==> config.mk <==
export PLATFORM = sky130hd
export DESIGN_NAME = dmem_arbiter_flat
export DESIGN_NICKNAME = d
export VERILOG_FILES = /design/src/rtl/dmem_arbiter_pkg.sv /design/src/rtl/dmem_arbiter_if.sv /design/src/rtl/dmem_arb_pick.sv /design/src/rtl/dmem_arbiter.sv /design/src/flat_wrapper.sv
export SDC_FILE = /design/constraint.sdc
export NUM_CORES = 1
export LEC_CHECK = 0
export CORE_MARGIN = 2
export CORE_UTILIZATION = 30
export DETAILED_ROUTE_END_ITERATION = 16
export SKIP_CTS_REPAIR_TIMING = 1
export SLEW_MARGIN = 10
export SYNTH_ARGS = -nofsm -noshare
export SYNTH_HDL_FRONTEND = slang
export SYNTH_SLANG_ARGS = --single-unit
export TNS_END_PERCENT = 5
==> constraint.sdc <==
create_clock -name clk -period 2.07 [get_ports clk]
set_input_delay 0.207 -clock clk [delete_from_list [all_inputs] [get_ports clk]]
set_output_delay 0.207 -clock clk [all_outputs]
set_load 0.01 [all_outputs]
==> run_1/met2.png <==
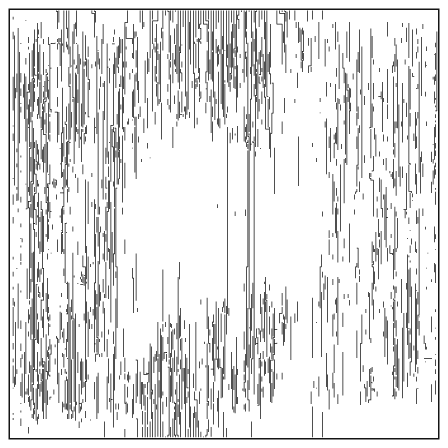
- nets with wire on the layer: 912
- main direction: vertical
detailed-route via count: 6,425
met2 capacity usage during global routing: 31.0%
final wirelength: 23,900 µm

==> run_1/drive_strength.png <==
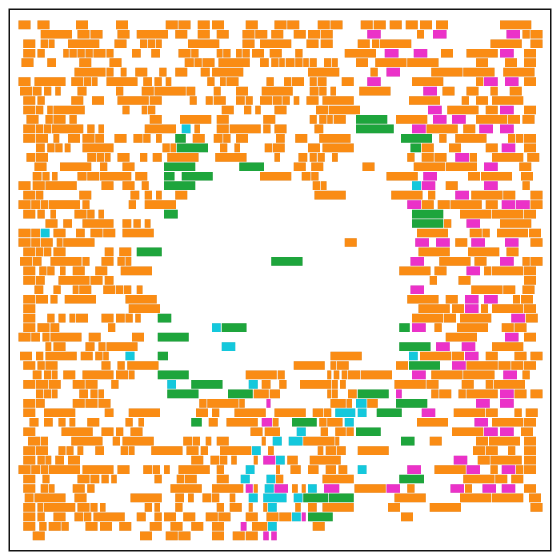
- orange: drive 1 or less (cells 778; most used clkdlybuf4s50_1)
- cyan: drive 3 to 4 (cells 30; most used buf_4)
- magenta: drive 2 (cells 75; most used mux2_2)
- green: drive 6 and up (cells 38; most used clkbuf_16)
Non-clock buffers: 333
final design instance area without fill: 0.0109 mm²
area growth from synthesis to layout: 58.3%

==> run_1/cell_classes.png <==
Bar = 50 µm. Fill, decap, tap and diode cells in grey.
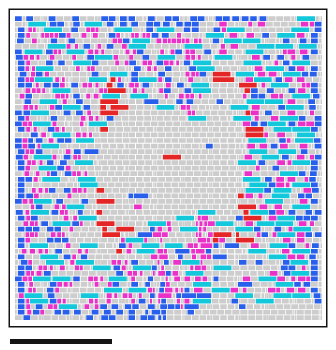
- blue: other buffers and delay cells (cells 333)
- red: clock drivers and dummy loads (cells 32)
- magenta: all other logic (cells 413)
- cyan: flip-flops (cells 143)
floorplan row count: 55
Std-Cell Core Area: 0.0226 mm²
Seq/total area: 32.9%
end-of-flow core utilization: 48.1%

==> run summary <==
The full implementation flow was run.

The highest clock rate stands at just over 0.5 GHz. The share of synthesized registers carrying an async set or reset stands at 100%. Clock-pin slew was measured on the worst setup and hold paths at 0.07 ns. The design draws between 10 and 15 mW. Setup repair after global routing left no endpoint under its margin.

The transition time at the pin with the least slew margin stands at approximately 0.67 ns. The number of warnings reported in the yosys synthesis log stands at 0. Clock tree synthesis selected as its root buffer the cell sky130_fd_sc_hd__clkbuf_16. From bottom edge to top edge, the die measures 155 µm.

The first detailed-routing pass took 5 iterations. By area the synthesized netlist is led by sky130_fd_sc_hd__dfrtp_1 52%, sky130_fd_sc_hd__mux2_2 11%, sky130_fd_sc_hd__o31ai_1 7.0%. For this run, the script counts the antenna cells in the layout as 0. Per the synth log, the flip-flop and latch total comes to approximately 140.

Once layout is complete, the cells apart from fillers number around 1,200. Hold timing on the final database bottoms out at a slack of just over 0.3 ns. Looking at the cell usage after synthesis, the top flip-flop cell is sky130_fd_sc_hd__dfrtp_1. The number of sequential cells reported for the layout is 143. The post-detailed-route via-to-cell ratio stands at between 5 and 6. The report counts max-capacitance violations totalling 0. The post-route fraction of the period consumed by the critical path stands at between 90 and 100%.

The net count of the finished layout is 1,078. The worst setup path is launched from a flip-flop. The clock network power share stands at approximately 27%. The number of cells in the design after placement stands at 1,173.

The number of setup violations in the final report stands at 0. Clock tree synthesis found a total of about 140 sinks. Once detail routing completed, the nets flagged for antenna violations numbered 0. TritonCTS built the clock tree. Yosys stat counts 632 cells in the synthesized netlist. The highest supply drop recorded on VDD is between 0.3 and 0.4 mV. Logged for this run, the post-placement worst setup slack is -0.00285 ns. The buffer_ports step reported a buffer count of roughly 300. The H-tree depth stands at 4.

The register-to-register setup slack stands at ~0.097 ns. The distinct cell type count of the synthesized netlist stands at 42. In this run the deepest clock path goes through 2 buffers.

Of the total power, combinational logic draws 36.4%. The setup TNS stands at 0 ns. The wire length of the first global-routing pass stands at approximately 37,000 µm.

The post-detailed-placement half-perimeter wirelength stands at approximately 16,000 µm. The number of warning messages in the logs stands at 30. Per the final layout report, the fraction of cells sized above drive strength 1 comes to between 10% and 20%. The final hold violation count stands at 0.

STA classifies the critical path endpoint as a flip-flop. In this run switching power makes up between 30% and 40% of total power. For reference, the most critical setup path is categorized as reg2reg. The cell count after synthesis came out at around 630.

The critical path arrival stands at around 2.3 ns. The layout report lists the combined flip-flop and latch area as about 0.0036 mm². The standard cell area after detailed placement stands at 0.0103 mm². The worst endpoint required time stands at approximately 2.4 ns.

The clock period could shrink to 1.97 ns. 301 I/O pins were placed. Routability-driven placement finished with a final weighted congestion of 0.788. Sequential cells burn between 30% and 40% of the power.

The run finished with clean final reports. The switching power stands at 3.53 mW. The number of antenna violations at the first check in global routing came to 0.

Summing all multi-input logic gate instances after layout gives between 0.002 and 0.003 mm². The number of logic gates stands at between 400 and 500. The largest cell class by area is sequential cells. The via count of the first global-routing pass stands at 6,488. The net count after synthesis is approximately 800. The non-clock inverters instantiated in the layout total 5.

The power density over the cells stands at 1030 mW/mm². The worst hold path belongs to the class in2reg. Per the OpenROAD floorplan log, the area of the die is ~0.024 mm². The cell type that accounts for the most area after synthesis is sky130_fd_sc_hd__dfrtp_1. The total global-route track usage stands at between 15 and 20%. The post-layout worst setup margin stands at roughly 0.097 ns. The share of the final layout cell area in multi-input gates stands at 27.2%. The overall overflow remaining after global route stands at 0. The maximum net fanout on the critical path stands at 33. The worst slew margin relative to its limit stands at 55.0%. Summing every instance area after synthesis gives between 0.006 and 0.007 mm². According to the tapcell log, the count of inserted taps is ~290.

In this run, synthesis inferred 0 flip-flops with an integrated enable. The fraction of the yosys area taken by sequential cells stands at about 52%. The clock arrives with 0.00823 ns of skew. The clock insertion delay at the later pin of the skew report stands at ~0.41 ns. The worst reg2reg path depth stands at 6. At the floorplan stage, the core utilization is reported as between 30% and 40%. The top-area cell type share of the netlist area stands at 52.2%. The worst hold path passes through 4 cells. From left edge to right edge, the die measures approximately 160 µm. Among all cell types in the netlist, the one instantiated most often is sky130_fd_sc_hd__dfrtp_1. By count the netlist is led by 143 x sky130_fd_sc_hd__dfrtp_1, 66 x sky130_fd_sc_hd__a21oi_1. The internal power component stands at around 7.7 mW. The final max-slew violation count stands at 0. The number of clock buffers inserted by TritonCTS stands at 17. The final-layout fill cell count stands at roughly 2,100.

The number of remaining DRC errors stands at 0. The number of clock buffer instances in the layout stands at 17. Non-clock buffers make up ~31% of the layout cell area.

After layout the clock buffers and inverters come to 5.29% of cell area. The area of the synthesized netlist per yosys stat stands at between 0.006 and 0.007 mm².
run 1: power groups by stage:
stage / clock network, mW / registers (mW) / logic (mW)
finish: 3.06 / 4.05 / 4.07
detailed placement: 0 / 4.10 / 4.11
global route: 3.27 / 4.15 / 4.37
CTS: 3.16 / 4.06 / 4.12
floorplan: 0 / 4.44 / 1.24
global placement: 0 / 4.07 / 4.10
run 1: metal layers:
metal  GRT usage [%]  vias to the layer above  part of all wire (%)
li1                -                     2997                     -
met1            24.5                     3136                    43
met2            31.0                      265                    47
met3            6.74                       27                   8.8
met4            5.85                        0                   1.9
met5               0                        -                     0
run 1: cells in the final DEF, fill, tap and decap left out, types with 6 or more instances in the layout:
master and count:
sky130_fd_sc_hd__nor2b_1 33, sky130_fd_sc_hd__nand4_1 64, sky130_fd_sc_hd__buf_12 11, sky130_fd_sc_hd__o31ai_1 64, sky130_fd_sc_hd__a31oi_1 64, sky130_fd_sc_hd__buf_4 21
sky130_fd_sc_hd__dfrtp_1 143, sky130_fd_sc_hd__inv_6 6, sky130_fd_sc_hd__a21oi_1 66, sky130_fd_sc_hd__mux2_2 64, sky130_fd_sc_hd__clkdlybuf4s50_1 295, sky130_fd_sc_hd__clkbuf_16 17
run 1: cell families after synthesis:
kind of cell               synth area share [%]
AOI/OAI and AO/OA                          20.0
adders and majority gates                 0.730
buffers and inverters                      5.16
DFF                                        52.2
muxes                                      10.8
and+or+nand+nor                            11.2
run 1: critical path, cell delays in order (launching register included):
cell                      delay [ns]
sky130_fd_sc_hd__dfrtp_1        0.37
sky130_fd_sc_hd__inv_1          0.11
sky130_fd_sc_hd__ha_1           0.17
sky130_fd_sc_hd__or3b_1         0.41
sky130_fd_sc_hd__nor3_4         0.17
sky130_fd_sc_hd__buf_12         0.24
sky130_fd_sc_hd__mux2_2         0.36
Power is estimated from default activity; no workload was simulated.
